## src/rtl/apb_master_pkg.sv

```systemverilog
// Shared APB definitions: FSM state encoding, idle select code, default bus
// widths and the wait-counter width helper.
package apb_pkg;

  localparam int APB_ADDR_W = 8;
  localparam int APB_DATA_W = 8;

  localparam logic [1:0] SEL_NONE = 2'b00;

  typedef enum logic [1:0] {
    ST_IDLE     = 2'd0,
    ST_SETUP    = 2'd1,
    ST_ACCESS   = 2'd2,
    ST_RESP_ERR = 2'd3
  } apb_state_e;

  // Bits needed to count 0..timeout, never less than one.
  function automatic int timer_width(input int timeout);
    int w;
    if (timeout > 0) begin
      w = $clog2(timeout + 1);
    end else begin
      w = 1;
    end
    if (w < 1) begin
      w = 1;
    end else begin
      w = w;
    end
    return w;
  endfunction

endpackage

```

## src/rtl/apb_master_if.sv

```systemverilog
// Request/response port and APB bus of the master, bundled as one interface.
interface apb_master_if
  import apb_pkg::*;
#(
  parameter int ADDR_W = APB_ADDR_W,
  parameter int DATA_W = APB_DATA_W
);

  logic              req_valid;
  logic              req_ready;
  logic [1:0]        req_id;
  logic              req_write;
  logic [ADDR_W-1:0] req_addr;
  logic [DATA_W-1:0] req_wdata;
  logic              rsp_valid;
  logic [DATA_W-1:0] rsp_rdata;
  logic              rsp_err;
  logic [1:0]        apb_sel;
  logic              apb_enable;
  logic              apb_write;
  logic [ADDR_W-1:0] apb_addr;
  logic [DATA_W-1:0] apb_wdata;
  logic [DATA_W-1:0] apb_rdata;
  logic              apb_ready;

  modport master (
    input  req_valid, req_id, req_write, req_addr, req_wdata, apb_rdata, apb_ready,
    output req_ready, rsp_valid, rsp_rdata, rsp_err,
           apb_sel, apb_enable, apb_write, apb_addr, apb_wdata
  );

  modport slave (
    output req_valid, req_id, req_write, req_addr, req_wdata, apb_rdata, apb_ready,
    input  req_ready, rsp_valid, rsp_rdata, rsp_err,
           apb_sel, apb_enable, apb_write, apb_addr, apb_wdata
  );

endinterface

```

## src/rtl/apb_master_wait_timer.sv

```systemverilog
// Counts ACCESS cycles spent waiting on the slave and flags the last allowed
// one. TIMEOUT of 0 means the flag never fires.
module apb_wait_timer
  import apb_pkg::*;
#(
  parameter int TIMEOUT = 16
) (
  input  logic clk,
  input  logic reset,
  input  logic clr_i,
  input  logic en_i,
  output logic expired_o
);

  localparam int CW = timer_width(TIMEOUT);
  localparam logic [CW-1:0] LAST = CW'((TIMEOUT > 0) ? TIMEOUT - 1 : 0);

  logic [CW-1:0] count_q;
  logic [CW-1:0] count_d;

  // Next count: clear outside ACCESS, step on every wait edge.
  always_comb begin
    count_d = count_q;
    if (clr_i) begin
      count_d = '0;
    end else if (en_i) begin
      count_d = count_q + CW'(1);
    end else begin
      count_d = count_q;
    end
  end

  // Counter register.
  always_ff @(posedge clk or posedge reset) begin
    if (reset) begin
      count_q <= '0;
    end else begin
      count_q <= count_d;
    end
  end

  assign expired_o = (TIMEOUT > 0) && en_i && (count_q == LAST);

endmodule

```

## src/rtl/apb_master.sv

```systemverilog
// APB initiator: takes one command at a time, runs SETUP/ACCESS toward the
// selected slave with a bounded wait and returns a single response pulse.
module apb_master
  import apb_pkg::*;
#(
  parameter int ADDR_W  = APB_ADDR_W,
  parameter int DATA_W  = APB_DATA_W,
  parameter int TIMEOUT = 16
) (
  input  logic        clk,
  input  logic        reset,
  apb_master_if.master bus
);

  apb_state_e        state_q, state_d;
  logic              live_q;
  logic [1:0]        sel_q, sel_d;
  logic              enable_q, enable_d;
  logic              write_q, write_d;
  logic [ADDR_W-1:0] addr_q, addr_d;
  logic [DATA_W-1:0] wdata_q, wdata_d;
  logic              rsp_valid_q, rsp_valid_d;
  logic [DATA_W-1:0] rsp_rdata_q, rsp_rdata_d;
  logic              rsp_err_q, rsp_err_d;

  logic req_ready_s;
  logic accept_s;
  logic expired_s;

  // live_q keeps req_ready low until the first edge after reset release.
  assign req_ready_s = live_q && (state_q == ST_IDLE);
  assign accept_s    = req_ready_s && bus.req_valid;

  apb_wait_timer #(.TIMEOUT(TIMEOUT)) u_timer (
    .clk       (clk),
    .reset     (reset),
    .clr_i     (state_q != ST_ACCESS),
    .en_i      ((state_q == ST_ACCESS) && !bus.apb_ready),
    .expired_o (expired_s)
  );

  // Next state and next registered outputs; bus fields hold unless a legal
  // command is accepted, response fields hold after the pulse.
  always_comb begin
    state_d     = state_q;
    sel_d       = sel_q;
    enable_d    = enable_q;
    write_d     = write_q;
    addr_d      = addr_q;
    wdata_d     = wdata_q;
    rsp_valid_d = 1'b0;
    rsp_rdata_d = rsp_rdata_q;
    rsp_err_d   = rsp_err_q;
    case (state_q)
      ST_IDLE: begin
        if (accept_s && (bus.req_id != SEL_NONE)) begin
          state_d = ST_SETUP;
          sel_d   = bus.req_id;
          write_d = bus.req_write;
          addr_d  = bus.req_addr;
          wdata_d = bus.req_wdata;
        end else if (accept_s) begin
          state_d = ST_RESP_ERR;
        end else begin
          state_d = ST_IDLE;
        end
      end
      ST_SETUP: begin
        state_d  = ST_ACCESS;
        enable_d = 1'b1;
      end
      ST_ACCESS: begin
        if (bus.apb_ready) begin
          state_d     = ST_IDLE;
          sel_d       = SEL_NONE;
          enable_d    = 1'b0;
          rsp_valid_d = 1'b1;
          rsp_err_d   = 1'b0;
          rsp_rdata_d = write_q ? '0 : bus.apb_rdata;
        end else if (expired_s) begin
          state_d     = ST_IDLE;
          sel_d       = SEL_NONE;
          enable_d    = 1'b0;
          rsp_valid_d = 1'b1;
          rsp_err_d   = 1'b1;
          rsp_rdata_d = '0;
        end else begin
          state_d = ST_ACCESS;
        end
      end
      ST_RESP_ERR: begin
        state_d     = ST_IDLE;
        rsp_valid_d = 1'b1;
        rsp_err_d   = 1'b1;
        rsp_rdata_d = '0;
      end
      default: begin
        state_d  = ST_IDLE;
        sel_d    = SEL_NONE;
        enable_d = 1'b0;
      end
    endcase
  end

  // State and output registers; reset clears everything immediately.
  always_ff @(posedge clk or posedge reset) begin
    if (reset) begin
      state_q     <= ST_IDLE;
      live_q      <= 1'b0;
      sel_q       <= SEL_NONE;
      enable_q    <= 1'b0;
      write_q     <= 1'b0;
      addr_q      <= '0;
      wdata_q     <= '0;
      rsp_valid_q <= 1'b0;
      rsp_rdata_q <= '0;
      rsp_err_q   <= 1'b0;
    end else begin
      state_q     <= state_d;
      live_q      <= 1'b1;
      sel_q       <= sel_d;
      enable_q    <= enable_d;
      write_q     <= write_d;
      addr_q      <= addr_d;
      wdata_q     <= wdata_d;
      rsp_valid_q <= rsp_valid_d;
      rsp_rdata_q <= rsp_rdata_d;
      rsp_err_q   <= rsp_err_d;
    end
  end

  assign bus.req_ready  = req_ready_s;
  assign bus.rsp_valid  = rsp_valid_q;
  assign bus.rsp_rdata  = rsp_rdata_q;
  assign bus.rsp_err    = rsp_err_q;
  assign bus.apb_sel    = sel_q;
  assign bus.apb_enable = enable_q;
  assign bus.apb_write  = write_q;
  assign bus.apb_addr   = addr_q;
  assign bus.apb_wdata  = wdata_q;

endmodule
```

## src/flat_wrapper.sv

```systemverilog
// flat-port wrapper written by rule: the top's interface ports become plain ports
module apb_master_flat import apb_pkg::*;
#(
  parameter int ADDR_W  = APB_ADDR_W,
  parameter int DATA_W  = APB_DATA_W,
  parameter int TIMEOUT = 16
)
  (clk, reset, bus_req_valid, bus_req_id, bus_req_write, bus_req_addr, bus_req_wdata, bus_apb_rdata, bus_apb_ready, bus_req_ready, bus_rsp_valid, bus_rsp_rdata, bus_rsp_err, bus_apb_sel, bus_apb_enable, bus_apb_write, bus_apb_addr, bus_apb_wdata);
  apb_master_if #(.ADDR_W(ADDR_W), .DATA_W(DATA_W)) bus_i ();
  input  logic clk;
  input  logic reset;
  input wire logic [$bits(bus_i.req_valid)-1:0] bus_req_valid;
  input wire logic [$bits(bus_i.req_id)-1:0] bus_req_id;
  input wire logic [$bits(bus_i.req_write)-1:0] bus_req_write;
  input wire logic [$bits(bus_i.req_addr)-1:0] bus_req_addr;
  input wire logic [$bits(bus_i.req_wdata)-1:0] bus_req_wdata;
  input wire logic [$bits(bus_i.apb_rdata)-1:0] bus_apb_rdata;
  input wire logic [$bits(bus_i.apb_ready)-1:0] bus_apb_ready;
  output wire logic [$bits(bus_i.req_ready)-1:0] bus_req_ready;
  output wire logic [$bits(bus_i.rsp_valid)-1:0] bus_rsp_valid;
  output wire logic [$bits(bus_i.rsp_rdata)-1:0] bus_rsp_rdata;
  output wire logic [$bits(bus_i.rsp_err)-1:0] bus_rsp_err;
  output wire logic [$bits(bus_i.apb_sel)-1:0] bus_apb_sel;
  output wire logic [$bits(bus_i.apb_enable)-1:0] bus_apb_enable;
  output wire logic [$bits(bus_i.apb_write)-1:0] bus_apb_write;
  output wire logic [$bits(bus_i.apb_addr)-1:0] bus_apb_addr;
  output wire logic [$bits(bus_i.apb_wdata)-1:0] bus_apb_wdata;
  assign bus_i.req_valid = bus_req_valid;
  assign bus_i.req_id = bus_req_id;
  assign bus_i.req_write = bus_req_write;
  assign bus_i.req_addr = bus_req_addr;
  assign bus_i.req_wdata = bus_req_wdata;
  assign bus_i.apb_rdata = bus_apb_rdata;
  assign bus_i.apb_ready = bus_apb_ready;
  assign bus_req_ready = bus_i.req_ready;
  assign bus_rsp_valid = bus_i.rsp_valid;
  assign bus_rsp_rdata = bus_i.rsp_rdata;
  assign bus_rsp_err = bus_i.rsp_err;
  assign bus_apb_sel = bus_i.apb_sel;
  assign bus_apb_enable = bus_i.apb_enable;
  assign bus_apb_write = bus_i.apb_write;
  assign bus_apb_addr = bus_i.apb_addr;
  assign bus_apb_wdata = bus_i.apb_wdata;
  apb_master #(.ADDR_W(ADDR_W), .DATA_W(DATA_W), .TIMEOUT(TIMEOUT)) u_core (.clk(clk), .reset(reset), .bus(bus_i));
endmodule
```

## config.mk

```make
export PLATFORM = sky130hd
export DESIGN_NAME = apb_master_flat
export DESIGN_NICKNAME = d
export VERILOG_FILES = /design/src/rtl/apb_master_pkg.sv /design/src/rtl/apb_master_if.sv /design/src/rtl/apb_master_wait_timer.sv /design/src/rtl/apb_master.sv /design/src/flat_wrapper.sv
export SDC_FILE = /design/constraint.sdc
export NUM_CORES = 1
export LEC_CHECK = 0
export ABC_AREA = 1
export CORE_ASPECT_RATIO = 0.8
export CORE_MARGIN = 2
export CORE_UTILIZATION = 47
export CTS_CLUSTER_SIZE = 20
export DETAILED_ROUTE_END_ITERATION = 6
export GPL_ROUTABILITY_DRIVEN = 1
export PLACE_DENSITY_LB_ADDON = 0.08
export SYNTH_ARGS = -nofsm -noshare
export SYNTH_HDL_FRONTEND = slang
export SYNTH_SLANG_ARGS = --single-unit
```

## constraint.sdc

```tcl
create_clock -name clk -period 4.7 [get_ports clk]
set_clock_uncertainty 0.2 [all_clocks]
set_input_delay 0.705 -clock clk [delete_from_list [all_inputs] [get_ports clk]]
set_output_delay 0.705 -clock clk [all_outputs]
set_load 0.1 [all_outputs]
```

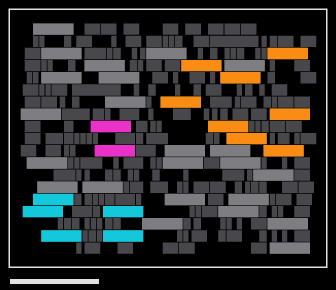
run_1/flops_by_reg.png
Bar = 20 µm. Other sequential cells in the stronger gray, the rest of the logic in the fainter gray.
- u_core.bus.apb_addr: orange (placed flops 8)
- u_core.u_timer.count_q: cyan (placed flops 5; where bottom left)
- u_core.state_q: magenta (placed flops 2)
- not colored: 23
P_seq: 0.465 mW
sequential share of cell area: 38.8%

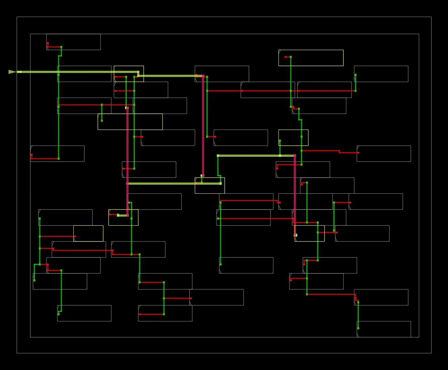
run_1/clocks.png
clock sink count: 38
clock group power: 0.337 mW

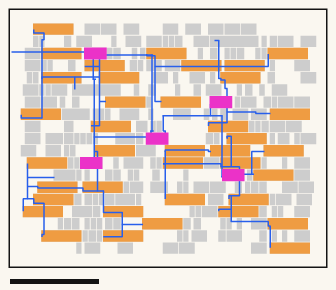
run_1/clk_routes.png
Bar = 20 µm.
- flip-flops: orange (count 38)
- clock wires: blue (length 447 µm)
- clock drivers: magenta (count 5)
- routed clock nets: 6
- flops lie: widely spread

==> impl_metrics.env, run 1 <==
# flow metrics
export IMPL_vias=1416
export IMPL_layout_top_cells="65 x nand2_1, 61 x clkdlybuf4s50_1, 38 x dfrtp_1, 22 x o21ai_0, 13 x inv_1"
export IMPL_slew_violations=0
export IMPL_place_port_buffers=61
export IMPL_r2r_start="u_core.state_q[0]$_DFF_PP0_"
export IMPL_drt_iter0_markers=86
export IMPL_r2r_end="u_core.bus.apb_sel[0]$_DFFE_PP0P_"
export IMPL_wirelength_um=3490
export IMPL_cap_violations=0
export IMPL_yosys_area_mm2=0.00167
export IMPL_hold_path_end="u_core.bus.rsp_rdata[7]$_DFFE_PP0P_"
export IMPL_synth_compound_gate_area_share_pct=8.99
export IMPL_vdd_drop_max_mv=0.420
export IMPL_slew_headroom_pct=33.1
export IMPL_met3_length_um=244
export IMPL_synth_xor_area_share_pct=0
export IMPL_grt_pass1_vias=1281
export IMPL_crit_path_end_kind="primary output"
export IMPL_synth_adder_area_share_pct=4.49
export IMPL_critPathKind="reg2out"
export IMPL_lay_top_count="nand2_1"
export IMPL_clockBufferDepth=2
export IMPL_crit_path_end="bus_req_ready"
export IMPL_fmax_mhz=303
export IMPL_inverters=14
export IMPL_wl_met2_um=1530
export IMPL_r2r_slack_ns=2.69
export IMPL_cp_startpoint="u_core.state_q[0]$_DFF_PP0_"
export IMPL_num_antenna_cells=0
export IMPL_synth_flops=38
export IMPL_yosys_area_top_type="dfrtp_1"
export IMPL_cts_made_buffers=5
export IMPL_nFillCells=271
export IMPL_grt_overflow_total=0
export IMPL_synth_avg_cell_area_um2=9.08
export IMPL_bufAreaShareNonClock_pct=25.2
export IMPL_postSynthCellCount=184
export IMPL_yosysMostFrequentCell="nand2_1"
export IMPL_wl_per_cell_um=12.0
export IMPL_syn_nets=221
export IMPL_cts_hold_buf=0
export IMPL_clock_buffers=6
export IMPL_top_usage_layer="met2"
export IMPL_antenna_found_initial=0
export IMPL_status="complete, no violations"
==> run 1: metrics by stage <==
stage | std cells | worst slack (ns) | hold WS (ns)
6_report | 291 | 1.40 | 0.271
5_1_grt | 291 | 1.26 | 0.302
4_1_cts | 291 | 1.38 | 0.276
3_5_place_dp | 283 | 1.71 | 0.258
3_3_place_gp | 283 | 1.75 | 0.254
2_1_floorplan | 184 | 2.39 | 0.284
==> run 1: state kept, by name (all words and copies together), names as in the netlist <==
register	flops
u_core.bus.rsp_rdata	8
u_core.live_q	1
u_core.bus.apb_enable	1
u_core.bus.apb_write	1
u_core.u_timer.count_q	5
u_core.bus.apb_sel	2
u_core.bus.rsp_valid	1
u_core.bus.apb_wdata	8
u_core.bus.rsp_err	1
u_core.bus.apb_addr	8
u_core.state_q	2
==> run 1 -> run 2 <==
--- a/config.mk
+++ b/config.mk
@@ -8,7 +8,7 @@
 export ABC_AREA = 1
 export CORE_ASPECT_RATIO = 0.8
 export CORE_MARGIN = 2
-export CORE_UTILIZATION = 47
+export CORE_UTILIZATION = 44
 export CTS_CLUSTER_SIZE = 20
 export DETAILED_ROUTE_END_ITERATION = 6
 export GPL_ROUTABILITY_DRIVEN = 1
==> constraint.sdc (replaced) <==
create_clock -name clk -period 3.4 [get_ports clk]
set_clock_uncertainty 0.2 [all_clocks]
set_input_delay 0.51 -clock clk [delete_from_list [all_inputs] [get_ports clk]]
set_output_delay 0.51 -clock clk [all_outputs]
set_load 0.1 [all_outputs]
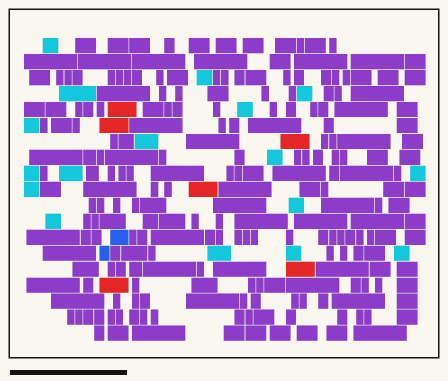
run_2/sizes.png
Bar = 20 µm.
- _6 and larger: red (cells 6; share 2.4%; most used clkbuf_8)
- _0 and _1 cells: purple (cells 224; share 90%; most used nand2_1)
- _2 cells: blue (cells 2; share 0.80%)
- _3 and _4 cells: cyan (cells 17; share 6.8%; most used buf_4)

==> run 2 against run 1 <==
  * First-iteration DRC count is 16% lower
  * Synthesized cell count stayed put
  * Non-clock buffer count stayed put
  * Sequential cell count stayed put
  * Combinational power is 36% higher
  * Die size is 6.4% higher
  * Hold slack hardly changed
  * Largest cell class unchanged
  * Sequential power is 39% higher
  * Register-to-register slack worse by 1.3 ns
  * Total power is 29% higher
  * Global-route usage is 0.26 points lower
  * Synthesized area stayed put
==> impl_metrics.env, run 2 <==
# flow metrics
export IMPL_status="complete, no violations"
export IMPL_io_pins=62
export IMPL_wl_met2_um=1450
export IMPL_nFillCells=293
export IMPL_cp_arrival_ns=1.78
export IMPL_dp_cells=283
export IMPL_clockBufferDepth=2
export IMPL_grt_overflow_total=0
export IMPL_synth_xor_area_share_pct=0
export IMPL_hold_path_end="u_core.bus.rsp_rdata[7]$_DFFE_PP0P_"
export IMPL_cts_hold_buf=0
export IMPL_drt_iter0_markers=72
export IMPL_grt_max_degree=39
export IMPL_yosysMostFrequentCell="nand2_1"
export IMPL_met3_length_um=222
export IMPL_syn_nets=221
export IMPL_place_ws_ns=1.23
export IMPL_r2r_start="u_core.state_q[0]$_DFF_PP0_"
export IMPL_place_port_buffers=61
export IMPL_synth_adder_area_share_pct=4.49
export IMPL_clock_sinks=38
export IMPL_yosys_area_mm2=0.00167
export IMPL_cp_startpoint="u_core.bus.rsp_rdata[2]$_DFFE_PP0P_"
export IMPL_cts_made_buffers=5
export IMPL_slew_violations=0
export IMPL_top_cell_area_share_pct=56.9
export IMPL_r2r_slack_ns=1.36
export IMPL_antenna_found_initial=0
export IMPL_synth_compound_gate_area_share_pct=8.99
export IMPL_r2r_end="u_core.bus.apb_sel[1]$_DFFE_PP0P_"
export IMPL_stdcell_count=291
export IMPL_synth_flops=38
export IMPL_num_antenna_cells=0
export IMPL_area_growth_pct=41.7
export IMPL_wirelength_um=3530
export IMPL_yosys_area_top_type="dfrtp_1"
export IMPL_vias=1430
export IMPL_slew_headroom_pct=35.3
export IMPL_postSynthCellCount=184
export IMPL_crit_path_end="bus_rsp_rdata[2]"
export IMPL_layout_top_cells="65 x nand2_1, 49 x clkdlybuf4s50_1, 38 x dfrtp_1, 22 x o21ai_0"
export IMPL_fin_util_pct=66.8
export IMPL_synth_edff_count=0
export IMPL_critPathKind="reg2out"
export IMPL_grt_pass1_wl_um=5810
export IMPL_drt_pass1_iter_count=4
export IMPL_finalWorstSetupSlack_ns=0.910
export IMPL_grt_pass1_vias=1300
export IMPL_wl_per_cell_um=12.1
export IMPL_fin_hold_ws_ns=0.271
run 2: cell counts after synthesis:
Identical to the previous run, type by type.
run 2: final cells by class:
type                       instances  area, µm²  share of cell area (%)
sequential                        38        951                    40.2
multi-input combinational        127        632                    26.7
timing repair buffer              62        588                    24.8
clock buffer                       7       86.3                    3.65
inverter                          14       52.6                    2.22
tap                               42       52.6                    2.22
clock inverter                     1       5.00                   0.211
run 2: power by group through the flow:
stage                     clock network, mW  logic (mW)  registers, mW
after detailed placement                  0        1.42          0.655
final                                 0.319        1.41          0.646
after global placement                    0        1.41          0.653
after CTS                             0.328        1.42          0.648
after global routing                  0.340        1.47          0.666
after floorplan                           0       0.181           1.56
Power figures rest on the tool's default switching activity, not on a simulated workload.
